Fig. 1: run 1, sequential cells coloured by netlist name
Bar = 50 um. Other sequential cells in the stronger grey, the rest of the logic in the fainter grey.
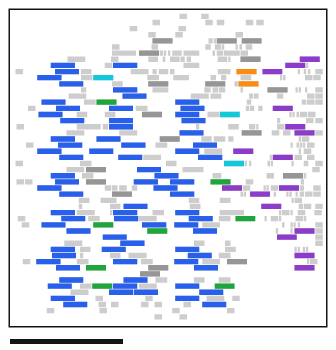
Fig. 2: run 1, congestion heat map
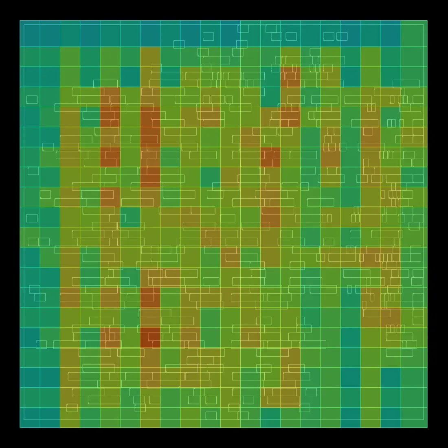
Fig. 3: run 1, gate-type map
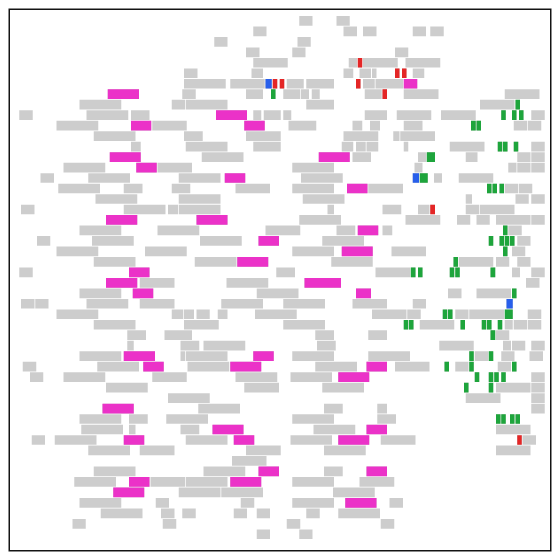
[src/rtl/alu_op_sequencer_pkg.sv]
// ============================================================================
// Module      : alu_op_sequencer_pkg
// Description : Shared opcode constants, FSM state encoding and command
//               record for the ALU operation sequencer.
// Revision    : 1.0 - initial release
// ============================================================================
`default_nettype none

package alu_op_sequencer_pkg;

    // ALU opcodes
    localparam logic [2:0] OP_ADD = 3'b000;
    localparam logic [2:0] OP_SUB = 3'b001;
    localparam logic [2:0] OP_MUL = 3'b010;
    localparam logic [2:0] OP_SHL = 3'b011;
    localparam logic [2:0] OP_SHR = 3'b100;
    localparam logic [2:0] OP_AND = 3'b101;
    localparam logic [2:0] OP_OR  = 3'b110;
    localparam logic [2:0] OP_XOR = 3'b111;

    // Command entry width: {op, a, b}
    localparam int CMD_W = 19;

    // Sequencer states
    typedef enum logic [1:0] {
        ST_IDLE = 2'd0,
        ST_EXEC = 2'd1,
        ST_HOLD = 2'd2
    } state_e;

    typedef struct packed {
        logic [2:0] op;
        logic [7:0] a;
        logic [7:0] b;
    } cmd_t;

    // Only add and subtract produce a meaningful carry/borrow
    function automatic logic op_has_cb(input logic [2:0] op);
        return (op == OP_ADD) || (op == OP_SUB);
    endfunction

endpackage

`default_nettype wire

[src/rtl/alu_op_sequencer_cmd_fifo.sv]
// ============================================================================
// Module      : alu_cmd_fifo
// Description : Power-of-two deep command FIFO with occupancy count. Push is
//               refused when full even if a pop happens in the same cycle;
//               pop is refused when empty.
// Revision    : 1.0 - initial release
// ============================================================================
`default_nettype none

module alu_cmd_fifo
    import alu_op_sequencer_pkg::*;
#(
    parameter int DEPTH = 4
) (
    input  logic                     clk,
    input  logic                     rst,
    input  logic                     push_i,
    input  logic [CMD_W-1:0]         wdata_i,
    input  logic                     pop_i,
    output logic [CMD_W-1:0]         rdata_o,
    output logic [$clog2(DEPTH):0]   count_o,
    output logic                     full_o
);

    localparam int PTR_W = $clog2(DEPTH);
    localparam int CNT_W = PTR_W + 1;
    localparam logic [CNT_W-1:0] FULL_CNT = CNT_W'(DEPTH);

    logic [CMD_W-1:0] mem_q [DEPTH];
    logic [PTR_W-1:0] wr_ptr_q;
    logic [PTR_W-1:0] rd_ptr_q;
    logic [CNT_W-1:0] count_q;

    logic do_push;
    logic do_pop;

    assign full_o  = !(count_q < FULL_CNT);
    assign do_push = push_i && !full_o;
    assign do_pop  = pop_i && (count_q != '0);
    assign rdata_o = mem_q[rd_ptr_q];
    assign count_o = count_q;

    // Storage array: written on accepted push, intentionally not reset
    always_ff @(posedge clk) begin
        if (do_push) begin
            mem_q[wr_ptr_q] <= wdata_i;
        end
    end

    // Pointers wrap naturally at DEPTH; count tracks net push/pop
    always_ff @(posedge clk or posedge rst) begin
        if (rst) begin
            wr_ptr_q <= '0;
            rd_ptr_q <= '0;
            count_q  <= '0;
        end else begin
            if (do_push) begin
                wr_ptr_q <= wr_ptr_q + PTR_W'(1);
            end
            if (do_pop) begin
                rd_ptr_q <= rd_ptr_q + PTR_W'(1);
            end
            case ({do_push, do_pop})
                2'b10:   count_q <= count_q + CNT_W'(1);
                2'b01:   count_q <= count_q - CNT_W'(1);
                default: count_q <= count_q;
            endcase
        end
    end

endmodule

`default_nettype wire

[src/rtl/alu_op_sequencer.sv]
// ============================================================================
// Module      : alu_op_sequencer
// Description : Queues ALU commands, issues them one at a time to an external
//               combinational ALU, captures each result and holds it until the
//               consumer accepts it.
// Revision    : 1.0 - initial release
// ============================================================================
`default_nettype none

module alu_op_sequencer
    import alu_op_sequencer_pkg::*;
#(
    parameter int DEPTH = 4
) (
    input  logic                     clk,
    input  logic                     rst,
    input  logic                     in_valid,
    output logic                     in_ready,
    input  logic [7:0]               in_a,
    input  logic [7:0]               in_b,
    input  logic [2:0]               in_op,
    output logic [7:0]               alu_a,
    output logic [7:0]               alu_b,
    output logic [2:0]               alu_op,
    input  logic [15:0]              alu_out,
    input  logic                     alu_cb,
    output logic                     res_valid,
    input  logic                     res_ready,
    output logic [15:0]              res_data,
    output logic                     res_cb,
    output logic                     res_zero,
    output logic [$clog2(DEPTH):0]   count,
    output logic                     busy
);

    state_e           state_q;
    cmd_t             opnd_q;
    logic             res_valid_q;
    logic [15:0]      res_data_q;
    logic             res_cb_q;
    logic             res_zero_q;

    logic [CMD_W-1:0] fifo_rdata;
    logic             fifo_full;
    logic             fifo_pop;
    logic             queue_nz;

    assign queue_nz = (count != '0);

    // Pop exactly when the FSM moves a queued command into the operand register
    assign fifo_pop = queue_nz &&
                      ((state_q == ST_IDLE) || ((state_q == ST_HOLD) && res_ready));

    alu_cmd_fifo #(
        .DEPTH (DEPTH)
    ) u_fifo (
        .clk     (clk),
        .rst     (rst),
        .push_i  (in_valid),
        .wdata_i ({in_op, in_a, in_b}),
        .pop_i   (fifo_pop),
        .rdata_o (fifo_rdata),
        .count_o (count),
        .full_o  (fifo_full)
    );

    assign in_ready  = !fifo_full;
    assign busy      = (state_q != ST_IDLE);
    assign alu_a     = opnd_q.a;
    assign alu_b     = opnd_q.b;
    assign alu_op    = opnd_q.op;
    assign res_valid = res_valid_q;
    assign res_data  = res_data_q;
    assign res_cb    = res_cb_q;
    assign res_zero  = res_zero_q;

    // Sequencer FSM: load operand, capture ALU result for one cycle, hold it
    always_ff @(posedge clk or posedge rst) begin
        if (rst) begin
            state_q     <= ST_IDLE;
            opnd_q      <= '0;
            res_valid_q <= 1'b0;
            res_data_q  <= '0;
            res_cb_q    <= 1'b0;
            res_zero_q  <= 1'b0;
        end else begin
            case (state_q)
                ST_IDLE: begin
                    if (queue_nz) begin
                        opnd_q  <= cmd_t'(fifo_rdata);
                        state_q <= ST_EXEC;
                    end
                end
                ST_EXEC: begin
                    res_data_q  <= alu_out;
                    res_zero_q  <= (alu_out == 16'h0000);
                    res_cb_q    <= op_has_cb(opnd_q.op) & alu_cb;
                    res_valid_q <= 1'b1;
                    state_q     <= ST_HOLD;
                end
                ST_HOLD: begin
                    if (res_ready) begin
                        res_valid_q <= 1'b0;
                        if (queue_nz) begin
                            opnd_q  <= cmd_t'(fifo_rdata);
                            state_q <= ST_EXEC;
                        end else begin
                            state_q <= ST_IDLE;
                        end
                    end
                end
                default: begin
                    state_q <= ST_IDLE;
                end
            endcase
        end
    end

endmodule

`default_nettype wire
[config.mk]
export PLATFORM = sky130hd
export DESIGN_NAME = alu_op_sequencer
export DESIGN_NICKNAME = d
export VERILOG_FILES = /design/src/rtl/alu_op_sequencer_pkg.sv /design/src/rtl/alu_op_sequencer_cmd_fifo.sv /design/src/rtl/alu_op_sequencer.sv
export SDC_FILE = /design/constraint.sdc
export NUM_CORES = 1
export LEC_CHECK = 0
export ABC_AREA = 0
export CORE_UTILIZATION = 25
export CTS_BUF_LIST = sky130_fd_sc_hd__clkbuf_8
export DETAILED_ROUTE_END_ITERATION = 7
export PLACE_DENSITY_LB_ADDON = 0.1
export SYNTH_ARGS = -nofsm -noshare
export SYNTH_HDL_FRONTEND = slang
export SYNTH_SLANG_ARGS = --single-unit
[constraint.sdc]
create_clock -name clk -period 2.5 [get_ports clk]
set_input_delay 0.5 -clock clk [delete_from_list [all_inputs] [get_ports clk]]
set_output_delay 0.5 -clock clk [all_outputs]
set_load 0.005 [all_outputs]
==> flow_summary.json, run 1 <==
{
  "outcome": "finished, final reports clean",
  "worstSetupStartpoint": "state_q[0]",
  "worst_pin_slew_ps": 1130,
  "synth_top_flop_cell": "edfxtp_1",
  "grt_pass1_vias": 2749,
  "worstSetupPathType": "reg -> out",
  "fp_util_pct": 25.5,
  "rows": 50,
  "cts_tree": "done",
  "top_cells_by_count": "edfxtp_1, nand2_1, dfrtp_1",
  "place_hpwl_um": 6160,
  "period_minus_slack_ps": 2180,
  "synth-seq-area-share_pct": 72.5,
  "p_leak_nw": 2.41,
  "cts-root-buf": "clkbuf_8",
  "dr.pass1.iters": 5,
  "cap_violations": 0,
  "ctsHoldBuffers": 0,
  "lay_top_count": "clkdlybuf4s50_1",
  "power.share.clock_pct": 23.6,
  "stdcell_count": 617,
  "top_cell": "edfxtp_1",
  "reg2reg_to": "u_fifo.count_o[2]",
  "syn_nets": 316,
  "cp.required_ps": 2000,
  "cp-start-kind": "flip-flop",
  "ys_types": 30,
  "vias": 2541,
  "sequentialPower_mw": 3.04,
  "vias_per_cell": 4.12,
  "core_um2": 18700,
  "p_per_area_nw_per_um2": 1200,
  "hold_violations": 0,
  "yosys.area_share.aoi_pct": 0.682,
  "htree_levels": 4,
  "power_leader": "registers",
  "gr-total-overflow": 0,
  "die_w_um": 140,
  "endpoint_kind": "output pin",
  "dieArea_um2": 19700,
  "warnings": 29,
  "clock_skew_ps": 8.16,
  "cts_buffers": 17,
  "xor_share_pct": 1.10,
  "reg2reg_slack_ps": 680,
  "p_seq_share_pct": 39.8,
  "combPwrFrac_pct": 36.6,
  "drv_slew": 0,
  "finalCritPeriodShare_pct": 87.0,
  "grt_first_pass_wirelength_um": 15300,
  "p_int_mw": 5.45,
  "netlist.area_leader.share_pct": 47.8,
  "port_buffers": 82,
  "yosysWarnings": 0,
  "antenna-diode-count": 0,
  "post_cts_resized": 0,
  "gp_congestion": 0.714,
  "syn_area_um2": 4770,
  "wire_per_inst_um": 15.8,
  "dp_cells": 585,
  "switching_share_pct": 28.7,
  "clk_latency_ps": 430,
  "reg2reg_depth": 8,
  "top_area_cell": "edfxtp_1",
  "worstPathArrival_ps": 1680,
  "topCellsByArea": "edfxtp_1, dfrtp_1, mux4_2",
  "synth_async_sr_flop_share_pct": 38.2,
  "powerClk_mw": 1.80,
  "worstReg2RegStart": "state_q[1]",
  "route.detailed.drc": 0,
  "synth.avg_cell_area_um2": 17.7,
  "synth-edff-count": 76,
  "post_cts_buffers": 0,
  "die_y_um": 140,
  "setup_viol": 0,
  "ys_cells": 270,
  "hold_class": "in -> async",
  "netlist_logic_family_top": "multiplexers",
  "syn2layout_area_growth_pct": 33.6,
  "adder_share_pct": 1.73,
  "clk_pin_slew_ps": 80,
  "fin_tns_setup_ps": 0,
  "drive_gt1_share_pct": 21.1,
  "layout_top_cells": "clkdlybuf4s50_1, edfxtp_1, nand2_1",
  "grt_max_degree": 30
}
-- Fig. 1 (at the start) --
purple -> res_data  # flops 16
blue -> u_fifo.mem_q  # flops 76
cyan -> alu_op  # flops 3
orange -> state_q  # flops 2
green -> alu_b  # flops 8
not coloured = 18

-- Fig. 2 (at the start) --
post-layout util: 34.1%
met1 Track Usage GR: 11.9%
grt met3 use: 4.34%
GRT met2 Usage: 18.9%
Total GRT Usage: 11.0%

-- Fig. 3 (at the start) --
magenta -> multiplexers  # cells 39
green -> NAND gates  # cells 53, most used nand2_1
red -> inverters  # cells 9, most used inv_1
blue -> inverting AOI/OAI gates  # cells 3, most used o21ai_0

run 1: metrics by stage:
stage | area [um2] | worst slack (ps) | hold WS (ps) | total power [mW] | utilization (%)
floorplan | 4770 | 507 | 470 | 4.72 | -
global route | 6380 | 242 | 426 | 8.14 | 34.1
CTS | 6380 | 275 | 398 | 7.83 | 34.1
global placement | 5960 | 156 | 457 | 5.95 | 31.9
detailed placement | 5960 | 141 | 462 | 5.98 | 31.9
finish | 6380 | 325 | 406 | 7.64 | 34.1
run 1: layer usage:
metal  GRT usage (%)  up-vias  share of wire, %
li1                -     1187                 -
met1            11.9     1264                41
met2            18.9       77                52
met3            4.34       13               5.2
met4            4.86        0               1.6
met5               0        -                 0
run 1: sequential cells by signal, indices dropped and copies added, names as in the netlist:
name and flops:
res_zero 1, u_fifo.wr_ptr_q 2, res_valid 1, alu_b 8, u_fifo.mem_q 76, u_fifo.rd_ptr_q 2, state_q 2, res_cb 1
u_fifo.count_o 3, alu_a 8, alu_op 3, res_data 16
run 1: worst max-delay path by stage:
stage	endpoint	slack, ps	depth (start not counted)
after floorplan	u_fifo.count_o[2]	510	9
after detailed placement	u_fifo.count_o[2]	140	9
after global routing	busy	240	2
after CTS	busy	270	2
final	busy	320	2
after global placement	u_fifo.count_o[2]	160	9
run 1: cell type report:
cell class | count | area, um2 | share of cell area [%]
Multi-Input combinational cell | 127 | 1220 | 19.2
Inverter | 9 | 33.8 | 0.530
Sequential cell | 123 | 3460 | 54.2
Clock buffer | 19 | 262 | 4.10
Clock inverter | 13 | 150 | 2.35
Timing Repair Buffer | 92 | 958 | 15.0
Tap cell | 234 | 293 | 4.59
run 1: worst max-delay path: stages (launching register included):
cell and delay [ps]:
dfrtp_1 470, or2_2 310, clkdlybuf4s50_1 470
==> run 2, diff against run 1 <==
--- a/config.mk
+++ b/config.mk
@@ -8,6 +8,7 @@
 export ABC_AREA = 0
 export CORE_UTILIZATION = 25
 export CTS_BUF_LIST = sky130_fd_sc_hd__clkbuf_8
+export CTS_CLUSTER_DIAMETER = 200
 export DETAILED_ROUTE_END_ITERATION = 7
 export PLACE_DENSITY_LB_ADDON = 0.1
 export SYNTH_ARGS = -nofsm -noshare
==> run 2 against run 1 <==
Total power unchanged. Sequential share of layout area is the same. Die size unchanged. First-iteration DRC count did not move. Core utilization is the same. Register-to-register slack about the same. Flip-flop count did not move. Final cell count did not move. Synthesized cell count unchanged. Global-route usage stayed put.
==> flow_summary.json, run 2 <==
{
  "hold_violations": 0,
  "ys_ff": 123,
  "post_cts_resized": 0,
  "vias": 2541,
  "top_area_cell": "edfxtp_1",
  "p_seq_share_pct": 39.8,
  "stdcell_count": 617,
  "grt_max_degree": 30,
  "timing.hold.ws_ps": 406,
  "combGateArea_um2": 1220,
  "synth_top_flop_cell": "edfxtp_1",
  "top_cell": "edfxtp_1",
  "ys_cells": 270,
  "power_mw": 7.64,
  "fin_area_um2": 6380,
  "reg2reg_to": "u_fifo.count_o[2]",
  "largest_reg_flops": 76,
  "drv_slew": 0,
  "ant_nets": 0,
  "place_hpwl_um": 6160,
  "drive_gt1_share_pct": 21.1,
  "worstPathArrival_ps": 1680,
  "drt_iter0_drc": 76,
  "reg2reg_slack_ps": 680,
  "cts_tree": "done",
  "clk_pin_slew_ps": 80,
  "placed_cell_area_um2": 5960,
  "fp_util_pct": 25.5,
  "dieArea_um2": 19700,
  "worstSetupPathType": "reg -> out",
  "p_leak_nw": 2.41,
  "dp_cells": 585,
  "period_minus_slack_ps": 2180,
  "topCellsByArea": "edfxtp_1, dfrtp_1, mux4_2",
  "slew_headroom_pct": 24.5,
  "cts_buffers": 17,
  "largest-register": "u_fifo.mem_q",
  "switchingPower_mw": 2.19,
  "antenna-diode-count": 0,
  "endpoint_kind": "output pin",
  "dr.pass1.iters": 5,
  "htree_levels": 4,
  "gp_congestion": 0.714,
  "synth-edff-count": 76,
  "fin_tns_setup_ps": 0,
  "synth_async_sr_flop_share_pct": 38.2,
  "ys_area_um2": 4770,
  "fillers": 1799,
  "gr-total-overflow": 0,
  "route.detailed.drc": 0,
  "worstReg2RegStart": "state_q[1]",
  "port_buffers": 82,
  "worst_pin_slew_ps": 1130,
  "worst_slack_ps": 325,
  "setup_viol": 0,
  "top_cells_by_count": "edfxtp_1, nand2_1, dfrtp_1",
  "grt_first_pass_wirelength_um": 15300,
  "clock_skew_ps": 8.16,
  "p_per_area_nw_per_um2": 1200,
  "core_um2": 18700,
  "lay_top_count": "clkdlybuf4s50_1",
  "layout_top_cells": "clkdlybuf4s50_1, edfxtp_1, nand2_1",
  "grt_usage_pct": 11.0,
  "syn_nets": 316,
  "ys_types": 30,
  "cp-start-kind": "flip-flop",
  "clock-sinks": 123,
  "netlist.area_leader.share_pct": 47.8,
  "outcome": "finished, final reports clean",
  "dpl_worst_slack_ps": 141,
  "post_cts_buffers": 0,
  "ctsHoldBuffers": 0,
  "clk_latency_ps": 430,
  "syn2layout_area_growth_pct": 33.6,
  "combPwrFrac_pct": 36.6,
  "io_pins": 83,
  "cts-root-buf": "clkbuf_8",
  "antenna_found_initial": 1,
  "grt_pass1_vias": 2749,
  "synth.avg_cell_area_um2": 17.7,
  "final_net_count": 416,
  "synth_cells": 270,
  "max_freq_mhz": 460,
  "die_y_um": 140,
  "clk_path_buf_depth": 2,
  "vias_per_cell": 4.12,
  "die_w_um": 140,
  "reg2reg_depth": 8,
  "post-route-util_pct": 34.1,
  "synth-seq-area-share_pct": 72.5,
  "p_int_mw": 5.45,
  "finalCritPeriodShare_pct": 87.0,
  "switching_share_pct": 28.7,
  "peakVddDrop_v": 0.000358,
  "power.share.clock_pct": 23.6,
  "cp.required_ps": 2000,
  "syn_area_um2": 4770,
  "cap_violations": 0,
  "path_max_fanout": 7,
  "warnings": 29,
  "hold_class": "in -> async",
  "rsz0062_at_grt": "false",
  "rows": 50,
  "yosysWarnings": 0
}
[run 2: final cells by class]
cell class | count | share of cell area (%)
clock buffers | 19 | 4.10
clock inverters | 13 | 2.35
inverters | 9 | 0.530
multi-input cells | 127 | 19.2
flip-flops and latches | 123 | 54.2
well taps | 234 | 4.59
repair buffers | 92 | 15.0
[run 2: power groups by stage]
stage               sequential (mW)  combinational (mW)  clock (mW)
floorplan                      3.05                1.68           0
global placement               3.08                2.87           0
detailed placement             3.09                2.89           0
CTS                            3.06                2.89        1.88
global route                   3.11                3.06        1.97
finish                         3.04                2.80        1.80
[run 2: cells by family (layout without fill, tap and decap cells)]
family | count (synthesis) | count (layout) | synth area share [%]
buf+inv | 20 | 133 | 2.10
fa+ha+maj | 6 | 6 | 1.73
compound gates | 5 | 5 | 0.681
xor+xnor | 6 | 6 | 1.10
mux | 39 | 39 | 15.2
flops | 123 | 123 | 72.5
simple gates | 71 | 71 | 6.79
[run 2: metal layers]
layer  GRT usage [%]  up-vias  wire (um)
li1                -     1187          -
met1            11.9     1264       4010
met2            18.9       77       5080
met3            4.34       13        510
met4            4.86        0        153
met5               0        -          0
[run 2: worst max-delay path: stages (launching register included)]
cell and delay [ps]:
dfrtp_1 470, or2_2 310, clkdlybuf4s50_1 470
[run 2: worst max path at each step]
stage / startpoint / end / slack, ps
floorplan: res_ready / u_fifo.count_o[2] / 510
global placement: res_ready / u_fifo.count_o[2] / 160
detailed placement: res_ready / u_fifo.count_o[2] / 140
CTS: state_q[0] / busy / 270
global route: state_q[0] / busy / 240
finish: state_q[0] / busy / 320
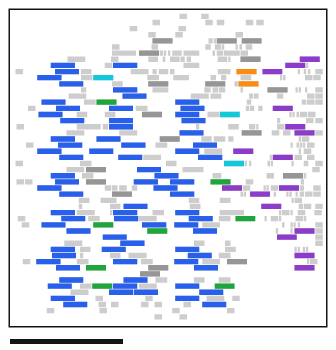
Fig. 4. Sequential cells coloured by netlist name (run 2).
Bar = 50 um. Other sequential cells in the stronger grey, the rest of the logic in the fainter grey.
blue -> u_fifo.mem_q  # flops 76
purple -> res_data  # flops 16
cyan -> alu_op  # flops 3
green -> alu_b  # flops 8
orange -> state_q  # flops 2
not coloured = 18
Seq. pwr: 3.04 mW
Seq. cell area: 3460 um2
Seq area share: 54.2%

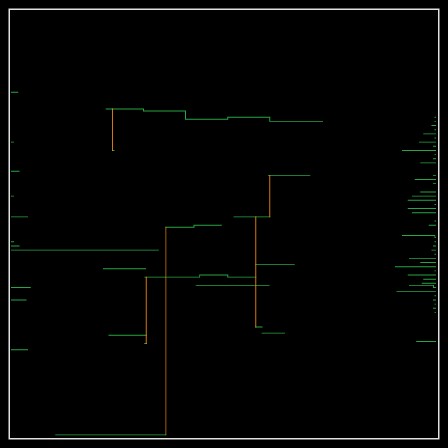
Fig. 5. Signal wires by layer (run 2).
Two of the layers only.
orange -> met4  # wire length 153 um
green -> met3  # wire length 510 um
WL final: 9750 um
Routed wire per std cell: 15.8 um

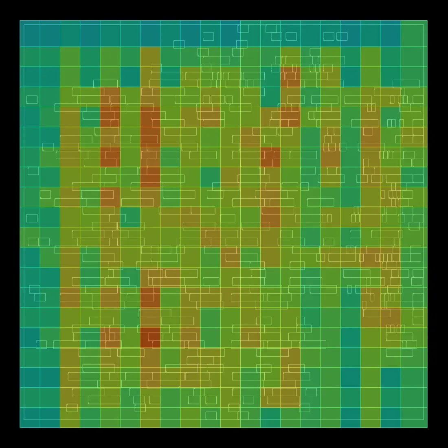
Fig. 6. Congestion heat map (run 2).
grt peak-use layer: met2

Power is estimated from default activity; no workload was simulated.
